File: src/rtl/port_wrr_scheduler.sv
// Per-egress-port packet scheduler: per-priority packet counters, WRR / strict-priority selection, one grant per packet.
// Optional anti-starvation guard for strict mode is enabled with `define STARVE_GUARD_EN.
module port_wrr_scheduler #(
    parameter int PRI_NUM      = 8,
    parameter int CNT_WIDTH    = 10,
    parameter int WEIGHT_WIDTH = 4,
    parameter int STARVE_LIMIT = 16
) (
    input  logic                            clk,
    input  logic                            rst_n,
    input  logic                            wrr_en,
    input  logic [PRI_NUM*WEIGHT_WIDTH-1:0] weights,
    input  logic                            enq_vld,
    input  logic [2:0]                      enq_prior,
    input  logic                            ready,
    input  logic                            rd_done,
    output logic                            sched_vld,
    output logic [2:0]                      sched_prior,
    output logic                            busy,
    output logic [PRI_NUM-1:0]              queue_nonempty,
    output logic                            overflow
);

    typedef enum logic [1:0] {
        ST_IDLE  = 2'd0,
        ST_GRANT = 2'd1,
        ST_WAIT  = 2'd2
    } state_t;

    localparam logic [CNT_WIDTH-1:0]    CNT_ZERO = {CNT_WIDTH{1'b0}};
    localparam logic [CNT_WIDTH-1:0]    CNT_ONE  = {{(CNT_WIDTH-1){1'b0}}, 1'b1};
    localparam logic [CNT_WIDTH-1:0]    CNT_MAX  = {CNT_WIDTH{1'b1}};
    localparam logic [WEIGHT_WIDTH-1:0] CRD_ZERO = {WEIGHT_WIDTH{1'b0}};
    localparam logic [WEIGHT_WIDTH-1:0] CRD_ONE  = {{(WEIGHT_WIDTH-1){1'b0}}, 1'b1};

    state_t                  state_r;
    logic [CNT_WIDTH-1:0]    cnt_r [PRI_NUM];
    logic                    overflow_r;
    logic                    sched_vld_r;
    logic [2:0]              sched_prior_r;
    logic                    busy_r;
    logic [2:0]              ptr_r;
    logic [WEIGHT_WIDTH-1:0] credit_r;
    logic                    fresh_r;
    logic                    mode_r;

    logic [PRI_NUM-1:0]      nonempty_s;
    logic                    grant_s;
    logic [2:0]              sel_s;
    logic [2:0]              strict_sel_s;
    logic [2:0]              wrr_sel_s;
    logic [WEIGHT_WIDTH-1:0] wrr_credit_nxt_s;
    logic                    fresh_eff_s;
    logic [2:0]              scan_idx_s;
    logic                    overflow_hit_s;

    // A programmed weight of zero still earns one grant per visit.
    function automatic logic [WEIGHT_WIDTH-1:0] eff_weight(
        input logic [PRI_NUM*WEIGHT_WIDTH-1:0] w,
        input logic [2:0]                      q
    );
        logic [WEIGHT_WIDTH-1:0] v;
        v = w[int'(q)*WEIGHT_WIDTH +: WEIGHT_WIDTH];
        if (v == CRD_ZERO) begin
            return CRD_ONE;
        end else begin
            return v;
        end
    endfunction

    assign sched_vld      = sched_vld_r;
    assign sched_prior    = sched_prior_r;
    assign busy           = busy_r;
    assign overflow       = overflow_r;
    assign queue_nonempty = nonempty_s;

    // Per-queue occupancy flags.
    always_comb begin
        nonempty_s = {PRI_NUM{1'b0}};
        for (int q = 0; q < PRI_NUM; q++) begin
            nonempty_s[q] = (cnt_r[q] != CNT_ZERO);
        end
    end

    assign grant_s     = (state_r == ST_IDLE) && ready && (|nonempty_s);
    assign sel_s       = wrr_en ? wrr_sel_s : strict_sel_s;
    assign fresh_eff_s = fresh_r | (wrr_en != mode_r);

`ifdef STARVE_GUARD_EN
    localparam int                WAIT_W     = $clog2(STARVE_LIMIT + 1);
    localparam logic [WAIT_W-1:0] WAIT_LIMIT = WAIT_W'(STARVE_LIMIT);
    localparam logic [WAIT_W-1:0] WAIT_ONE   = {{(WAIT_W-1){1'b0}}, 1'b1};

    logic [WAIT_W-1:0]  wait_r [PRI_NUM];
    logic [PRI_NUM-1:0] starved_s;

    // Queues that have waited out STARVE_LIMIT strict grants.
    always_comb begin
        starved_s = {PRI_NUM{1'b0}};
        for (int q = 0; q < PRI_NUM; q++) begin
            starved_s[q] = nonempty_s[q] && (wait_r[q] >= WAIT_LIMIT);
        end
    end

    // Strict choice: a starved queue pre-empts plain priority order.
    always_comb begin
        strict_sel_s = 3'd0;
        if (|starved_s) begin
            for (int q = PRI_NUM - 1; q >= 0; q--) begin
                if (starved_s[q]) begin
                    strict_sel_s = 3'(q);
                end else begin
                    strict_sel_s = strict_sel_s;
                end
            end
        end else begin
            for (int q = PRI_NUM - 1; q >= 0; q--) begin
                if (nonempty_s[q]) begin
                    strict_sel_s = 3'(q);
                end else begin
                    strict_sel_s = strict_sel_s;
                end
            end
        end
    end

    // Wait counters: age on every strict grant that passes a nonempty queue by.
    always_ff @(posedge clk or negedge rst_n) begin
        if (!rst_n) begin
            for (int q = 0; q < PRI_NUM; q++) begin
                wait_r[q] <= {WAIT_W{1'b0}};
            end
        end else begin
            for (int q = 0; q < PRI_NUM; q++) begin
                if (!nonempty_s[q]) begin
                    wait_r[q] <= {WAIT_W{1'b0}};
                end else if (grant_s && !wrr_en) begin
                    if (sel_s == 3'(q)) begin
                        wait_r[q] <= {WAIT_W{1'b0}};
                    end else if (wait_r[q] < WAIT_LIMIT) begin
                        wait_r[q] <= wait_r[q] + WAIT_ONE;
                    end else begin
                        wait_r[q] <= wait_r[q];
                    end
                end else begin
                    wait_r[q] <= wait_r[q];
                end
            end
        end
    end
`else
    // Strict choice: lowest-index nonempty queue.
    always_comb begin
        strict_sel_s = 3'd0;
        for (int q = PRI_NUM - 1; q >= 0; q--) begin
            if (nonempty_s[q]) begin
                strict_sel_s = 3'(q);
            end else begin
                strict_sel_s = strict_sel_s;
            end
        end
    end
`endif

    // WRR choice: stay on ptr while it has credit, else take the next nonempty queue.
    // A fresh pointer (after reset or a mode change) has not loaded credit yet, so the scan includes ptr itself.
    always_comb begin
        wrr_sel_s        = ptr_r;
        wrr_credit_nxt_s = credit_r;
        scan_idx_s       = ptr_r;
        if (!fresh_eff_s && nonempty_s[ptr_r] && (credit_r != CRD_ZERO)) begin
            wrr_credit_nxt_s = credit_r - CRD_ONE;
        end else begin
            for (int off = PRI_NUM; off >= 0; off--) begin
                scan_idx_s = 3'(int'(ptr_r) + off);
                if ((fresh_eff_s || off >= 1) && nonempty_s[scan_idx_s]) begin
                    wrr_sel_s = scan_idx_s;
                end else begin
                    wrr_sel_s = wrr_sel_s;
                end
            end
            wrr_credit_nxt_s = eff_weight(weights, wrr_sel_s) - CRD_ONE;
        end
    end

    // An enqueue overflows only if it lands on a full counter that is not being drained this cycle.
    assign overflow_hit_s = enq_vld && (cnt_r[enq_prior] == CNT_MAX) &&
                            !(grant_s && (sel_s == enq_prior));

    // Packet counters and the sticky overflow flag.
    always_ff @(posedge clk or negedge rst_n) begin
        if (!rst_n) begin
            for (int q = 0; q < PRI_NUM; q++) begin
                cnt_r[q] <= CNT_ZERO;
            end
            overflow_r <= 1'b0;
        end else begin
            for (int q = 0; q < PRI_NUM; q++) begin
                if (enq_vld && (enq_prior == 3'(q)) && !(grant_s && (sel_s == 3'(q)))) begin
                    if (cnt_r[q] == CNT_MAX) begin
                        cnt_r[q] <= cnt_r[q];
                    end else begin
                        cnt_r[q] <= cnt_r[q] + CNT_ONE;
                    end
                end else if (grant_s && (sel_s == 3'(q)) && !(enq_vld && (enq_prior == 3'(q)))) begin
                    cnt_r[q] <= cnt_r[q] - CNT_ONE;
                end else begin
                    cnt_r[q] <= cnt_r[q];
                end
            end
            overflow_r <= overflow_r | overflow_hit_s;
        end
    end

    // Grant FSM with registered outputs and WRR pointer/credit state.
    always_ff @(posedge clk or negedge rst_n) begin
        if (!rst_n) begin
            state_r       <= ST_IDLE;
            sched_vld_r   <= 1'b0;
            sched_prior_r <= 3'd0;
            busy_r        <= 1'b0;
            ptr_r         <= 3'd0;
            credit_r      <= CRD_ZERO;
            fresh_r       <= 1'b1;
            mode_r        <= 1'b0;
        end else begin
            case (state_r)
                ST_IDLE: begin
                    mode_r <= wrr_en;
                    if (grant_s && wrr_en) begin
                        ptr_r    <= wrr_sel_s;
                        credit_r <= wrr_credit_nxt_s;
                        fresh_r  <= 1'b0;
                    end else if (wrr_en != mode_r) begin
                        credit_r <= CRD_ZERO;
                        fresh_r  <= 1'b1;
                    end else begin
                        credit_r <= credit_r;
                        fresh_r  <= fresh_r;
                    end
                    if (grant_s) begin
                        sched_vld_r   <= 1'b1;
                        sched_prior_r <= sel_s;
                        busy_r        <= 1'b1;
                        state_r       <= ST_GRANT;
                    end else begin
                        sched_vld_r   <= 1'b0;
                        state_r       <= ST_IDLE;
                    end
                end
                ST_GRANT: begin
                    sched_vld_r <= 1'b0;
                    if (rd_done) begin
                        busy_r  <= 1'b0;
                        state_r <= ST_IDLE;
                    end else begin
                        state_r <= ST_WAIT;
                    end
                end
                ST_WAIT: begin
                    sched_vld_r <= 1'b0;
                    if (rd_done) begin
                        busy_r  <= 1'b0;
                        state_r <= ST_IDLE;
                    end else begin
                        state_r <= ST_WAIT;
                    end
                end
                default: begin
                    sched_vld_r <= 1'b0;
                    busy_r      <= 1'b0;
                    state_r     <= ST_IDLE;
                end
            endcase
        end
    end

endmodule

File: config.mk
export PLATFORM = sky130hd
export DESIGN_NAME = port_wrr_scheduler
export DESIGN_NICKNAME = d
export VERILOG_FILES = /design/src/rtl/port_wrr_scheduler.sv
export SDC_FILE = /design/constraint.sdc
export NUM_CORES = 1
export LEC_CHECK = 0
export CAP_MARGIN = 20
export CORE_UTILIZATION = 50
export CTS_CLUSTER_DIAMETER = 150
export CTS_CLUSTER_SIZE = 10
export DETAILED_ROUTE_END_ITERATION = 8
export GPL_ROUTABILITY_DRIVEN = 0
export PLACE_DENSITY = 0.75
export SYNTH_ARGS = -nofsm -noshare
export SYNTH_HDL_FRONTEND = slang
export SYNTH_SLANG_ARGS = --single-unit
export TNS_END_PERCENT = 20
File: constraint.sdc
create_clock -name clk -period 15.6 [get_ports clk]
set_input_delay 1.56 -clock clk [delete_from_list [all_inputs] [get_ports clk]]
set_output_delay 1.56 -clock clk [all_outputs]
set_load 0.02 [all_outputs]
==> run_1/clock_nets.png <==
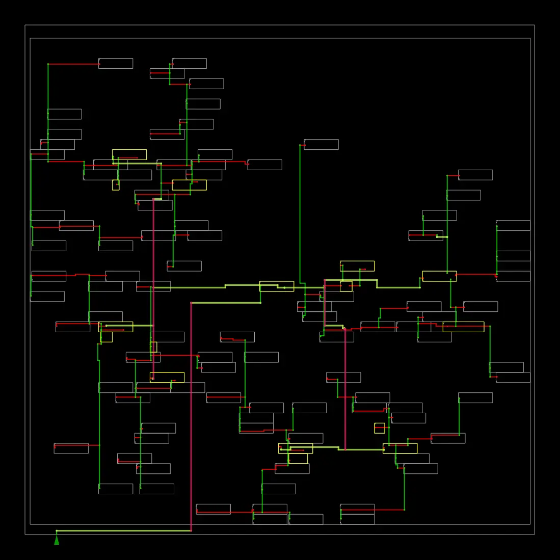
Seq cells: 96
Clock Skew: 5.05 ps
Num CTS Buffers: 9
Power Clock: 0.000231 W

==> run_1/class_map.png <==
(3 px per µm) Fill, decap, tap and diode cells in grey.
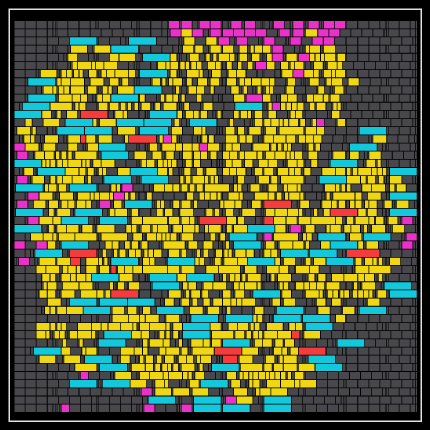
[yellow] remaining logic cells | cells: 844 | share of their area: 67%
[magenta] remaining buffers and delay cells | cells: 61 | share of their area: 6.0%
[red] clock drivers and dummy loads | cells: 16 | share of their area: 3.1%
[cyan] registers | cells: 96 | share of their area: 24%
row count: 48
Post-Layout Inst Area: 0.0102 mm²
sequential share of cell area: 23.6%

==> run_1/m2.png <==
(3 px per µm)
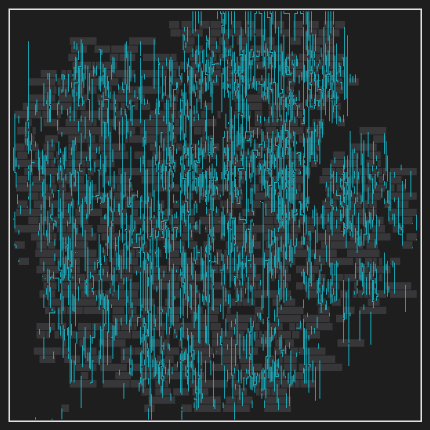
nets with wire on the layer: 987
longest straight run: 42.8 µm
wire length on this layer: 9,500 µm
via count: 7,580
WL final: 20,700 µm

==> impl_metrics.yaml, run 1 <==
# implementation run metrics
synthesis:
  yosys.cell_types.count: 89
  edf_count: 0
  ys.flops: 96
  ys_async_sr_fraction_pct: 100
  yosysWarnings: 0
  ff_type: "dfrtp_1"
  yosysSeqAreaShare_pct: 26.4
critical_path:
  r2r-start: "ptr_r[1]"
  path_common_cell: "a21oi_1"
  cp.arrival_ps: 7440
  critPathBufInv: 2
drt:
  first_pass_iters: 5
final_layout:
  layout.nets: 1130
  logic_area_mm2: 0.00630
run:
  openroad.warnings: 28
timing:
  rsz0062_at_grt: "no"
  relSlewSlack_pct: 42.9
  fin_crit_ps: 7200
global_route:
  grt.overflow.total: 0
floorplanning:
  initial_core_util_pct: 51.8
  core_area_mm2: 0.0175
  chipArea_mm2: 0.0187
clocking:
  holdBufCountCts: 0
place:
  port_buffers: 54
worst_hold_path:
  hold_path.class: "flip-flop to flip-flop"
  hp-start: "sched_prior[0]"
  hold_end: "sched_prior[0]"
outcome:
  outcome: "finished, final reports clean"
## run 1: report_power, final
| part | internal [W] | leakage [nW] | total (W) | switching, W |
|---|---|---|---|---|
| sequential | 0.000373 | 1.15 | 0.000508 | 0.000136 |
| combinational | 0.000695 | 3.11 | 0.00147 | 0.000779 |
| clock | 0.000129 | 0.149 | 0.000231 | 0.000102 |
## run 1: per-stage QoR
step	area, µm²	total power, W	worst slack [ps]	utilization (%)
3_5_place_dp	9850	0.00195	7910	56.2
4_1_cts	10200	0.00220	8270	57.9
6_report	10200	0.00221	8400	58.0
3_3_place_gp	9850	0.00192	8150	56.2
5_1_grt	10200	0.00242	7830	58.0
2_1_floorplan	9090	0.00168	9100	-
## run 1: routing by layer
layer	GRT usage [%]	vias to the layer above	routed length (µm)
met4	6.90	0	333
met3	4.04	22	1120
met5	0	-	0
li1	-	3696	-
met2	36.6	192	9500
met1	32.4	3670	9700
## run 1: synthesized netlist by cell type (all sizes together) (23+ instances only)
| cell type | count | area [µm²] |
|---|---|---|
| nor3 | 24 | 140 |
| nor2 | 41 | 235 |
| a21oi | 72 | 375 |
| o21ai | 42 | 225 |
| mux2i | 35 | 375 |
| nand2 | 47 | 184 |
| o21bai | 26 | 195 |
| dfrtp | 95 | 2380 |
| mux2 | 66 | 848 |
| nand3 | 23 | 120 |
| inv | 74 | 278 |
| xnor2 | 58 | 508 |
| nor4 | 25 | 169 |
| ha | 69 | 863 |
## run 1: worst min-delay path: cells and delay by family, from the launching register on
family,cells,cell delay [ps]
simple gates,1,40
flops,1,340
compound gates,1,60
## run 1: registers in the layout, indices dropped and copies added, names as in the netlist
signal,flops
credit_r,4
overflow,1
sched_prior,3
mode_r,1
cnt_r,80
ptr_r,3
busy,1
state_r,2
fresh_r,1
## run 1: cell type report
cell class,count,share of cell area (%)
multi-input combinational,768,61.9
sequential,96,23.6
timing repair buffer,61,5.88
inverter,76,2.80
clock inverter,6,0.640
clock buffer,10,2.35
tap,225,2.77
## run 1: worst max-delay path by stage
stage | endpoint | startpoint | slack (ps) | cells after the start
floorplan | cnt_r[39] | wrr_en | 9100 | 24
global placement | cnt_r[39] | wrr_en | 8150 | 25
detailed placement | cnt_r[39] | wrr_en | 7910 | 25
CTS | cnt_r[39] | wrr_en | 8270 | 25
global route | cnt_r[39] | wrr_en | 7830 | 25
finish | cnt_r[39] | wrr_en | 8400 | 25
## run 1: kinds of logic after synthesis
kind of cell,synth area share [%]
buffers and inverters,4.25
AND-OR/OR-AND,20.2
AND/OR/NAND/NOR,15.7
flip-flops,26.4
multiplexers,14.5
XOR/XNOR,7.71
adder cells (fa/ha/maj),11.3
==> run_1/clock_wires.png <==
(3 px per µm)
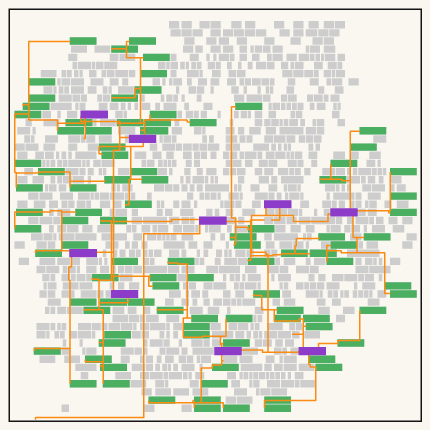

## Run 2: what changed since run 1
--- a/config.mk
+++ b/config.mk
@@ -11,7 +11,7 @@
 export CTS_CLUSTER_SIZE = 10
 export DETAILED_ROUTE_END_ITERATION = 8
 export GPL_ROUTABILITY_DRIVEN = 0
-export PLACE_DENSITY = 0.75
+export PLACE_DENSITY = 0.78
 export SYNTH_ARGS = -nofsm -noshare
 export SYNTH_HDL_FRONTEND = slang
 export SYNTH_SLANG_ARGS = --single-unit
==> constraint.sdc (replaced) <==
create_clock -name clk -period 6.1 [get_ports clk]
set_input_delay 0.61 -clock clk [delete_from_list [all_inputs] [get_ports clk]]
set_output_delay 0.61 -clock clk [all_outputs]
set_load 0.02 [all_outputs]
==> run_2/clock_wires.png <==
(3 px per µm)
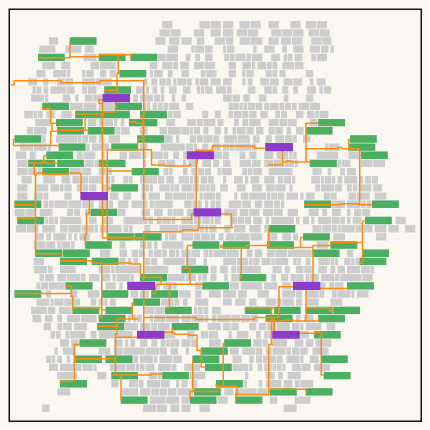
[orange] clock wires | length: 1,450 µm
[purple] clock-net drivers | count: 9
[green] flip-flops | count: 96
flops lie: spread over the die
Clock Skew: 8.91 ps
clock latency on the worst-skew pair: 360 ps

==> run_2/clock_nets.png <==
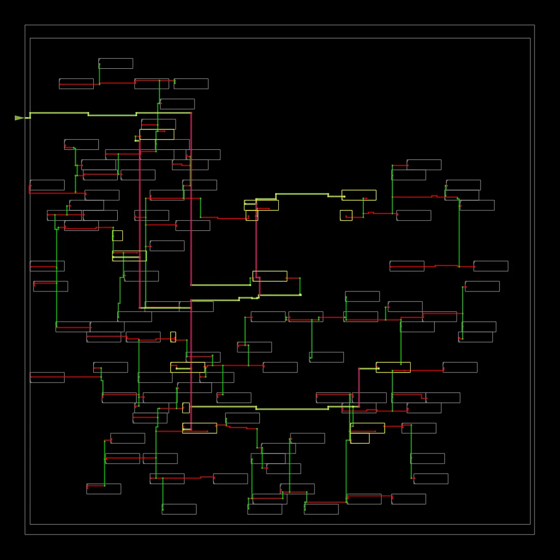
TritonCTS Sinks: 96
# clk buffers: 11
Power Clock: 0.000551 W

==> run_2/m2.png <==
(3 px per µm)
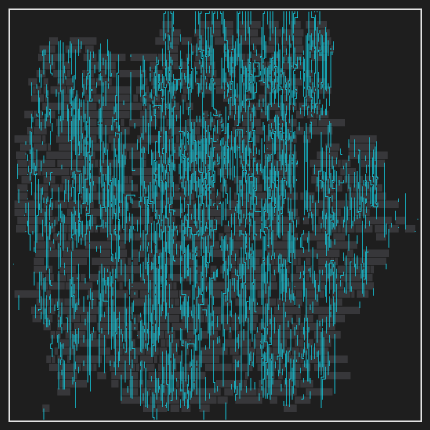
share of all routed wire: 47%
nets with wire on the layer: 1,025
wire length on this layer: 10,400 µm
longest straight run: 35.7 µm
via count: 7,758
WL final: 21,900 µm

==> run 2 against run 1 <==
Net effect:
- power increased to 2.6 times the previous value
- worst hold slack got worse by 240 ps
- critical path depth unchanged
- global-route usage increased by 1.2 points
- register-to-register slack got worse by 9100 ps
- flip-flop count unchanged
- synthesized cell count unchanged
- cell count increased by 2.3%
- wire length increased by 6.1%
- largest power group unchanged
- combinational power increased to 2.7 times the previous value
==> impl_metrics.yaml, run 2 <==
# implementation run metrics
synthesis:
  common_cells: "95 x dfrtp_1, 71 x inv_1, 70 x a21oi_1, 69 x ha_1, 58 x xnor2_1"
  edf_count: 0
  syn_inst: 966
  synth.cell_area_mm2: 0.00909
  top_area_cell: "dfrtp_1"
  yosysSeqAreaShare_pct: 26.4
  yosys.cell_types.count: 89
  topCellsByArea: "dfrtp_1 26%, ha_1 9.5%, xnor2_1 5.6%"
  synth_top_area_share_pct: 26.2
  ys.flops: 96
  yosysMostFrequentCell: "dfrtp_1"
  ys_async_sr_fraction_pct: 100
  syn_avg_cell_area_um2: 9.41
  yosysWarnings: 0
  ff_type: "dfrtp_1"
floorplanning:
  core_area_mm2: 0.0175
  num_rows: 48
  chipArea_mm2: 0.0187
  initial_core_util_pct: 51.8
critical_path:
  critPathRequiredTime_ps: 6350
  cpPeakStageDelay_ps: 590
  path_common_cell: "a21oi_1"
  r2r-start: "cnt_r[14]"
  critPathLaunch: "cnt_r[14]"
  cp.arrival_ps: 6140
  critPathBufInv: 2
drt:
  first_pass_iters: 5
  ant_nets: 0
place:
  port_buffers: 54
  place_ws_ps: -14.9
  place_area_mm2: 0.0100
clocking:
  holdBufCountCts: 0
  cts_made_buffers: 9
  clockRootBuffer: "clkbuf_16"
timing:
  relSlewSlack_pct: 28.4
  fin_crit_ps: 5890
  worst_slack_ps: 209
outcome:
  outcome: "finished, final reports clean"
global_route:
  grt.overflow.total: 0
  grt_max_degree: 53
final_layout:
  largest_register: "cnt_r"
  mostFrequentLayoutCells: "95 x dfrtp_1, 71 x inv_1, 69 x ha_1"
  reg.largest.list: "cnt_r x80, credit_r x4"
  design_area_mm2: 0.0105
  largest_reg_flops: 80
run:
  openroad.warnings: 28
worst_hold_path:
  hold_path.class: "input port to async pin"
run 2: cells by family after synthesis:
group	synth area share, %
adders and majority gates	11.3
DFF	26.4
AOI/OAI and AO/OA	20.2
muxes	14.5
buffers and inverters	4.25
and+or+nand+nor	15.7
xor gates and xnor gates	7.71
run 2: worst register-to-register path, cell delays in order, from the launching register on:
cell	delay [ps]
dfrtp_1	420
or4_4	590
nor3_4	280
inv_2	130
mux2_2	320
and3_1	180
o31a_1	240
a211o_1	310
a21oi_2	200
nand3_1	150
o211a_1	260
nor2_4	270
o21ai_2	110
buf_4	210
ha_1	270
a21o_1	170
a21oi_1	200
o21ai_0	110
a21oi_1	210
o21bai_1	90
a21oi_1	240
o21bai_1	110
a21oi_1	220
nor2_1	70
mux2_2	270
xor2_1	140
run 2: area by class of cell:
cell class / instances / area (µm²)
fill: 1477 / 7070
multi-input combinational: 768 / 6410
sequential: 96 / 2400
timing repair buffer: 90 / 808
inverter: 76 / 285
tap: 225 / 282
clock buffer: 11 / 243
clock inverter: 4 / 30.0
run 2: worst max-delay path by stage:
stage	end	slack, ps	cells after the start
after floorplan	cnt_r[39]	380	25
after global placement	cnt_r[39]	180	25
after detailed placement	cnt_r[39]	-10	25
after CTS	cnt_r[39]	20	25
after global routing	cnt_r[29]	-30	23
final	cnt_r[39]	210	25
run 2: per-layer routing:
metal	part of all wire, %	vias up	global-route usage, %
met4	2.1	0	8.00
li1	-	3760	-
met3	4.6	37	4.33
met1	46	3772	32.9
met2	47	189	39.4
met5	0	-	0
run 2: report_power, final:
part | internal (W) | switching (W)
logic | 0.00187 | 0.00209
clock network | 0.000287 | 0.000264
registers | 0.000953 | 0.000355
run 2: repair_timing:
action / 4_1_cts / 5_1_grt
endpoints found under the setup margin: 0 / 17
buffers inserted: 0 / 10
gates resized: 0 / 28
run 2: per-stage QoR:
stage / hold slack, ps / power (W) / utilization (%)
floorplan: 314 / 0.00429 / -
CTS: 264 / 0.00567 / 58.6
finish: 237 / 0.00582 / 59.7
global placement: 478 / 0.00494 / 57.0
global route: 297 / 0.00634 / 59.7
detailed placement: 477 / 0.00508 / 57.0
No activity file was given, so power comes from the tool's default toggle rates.
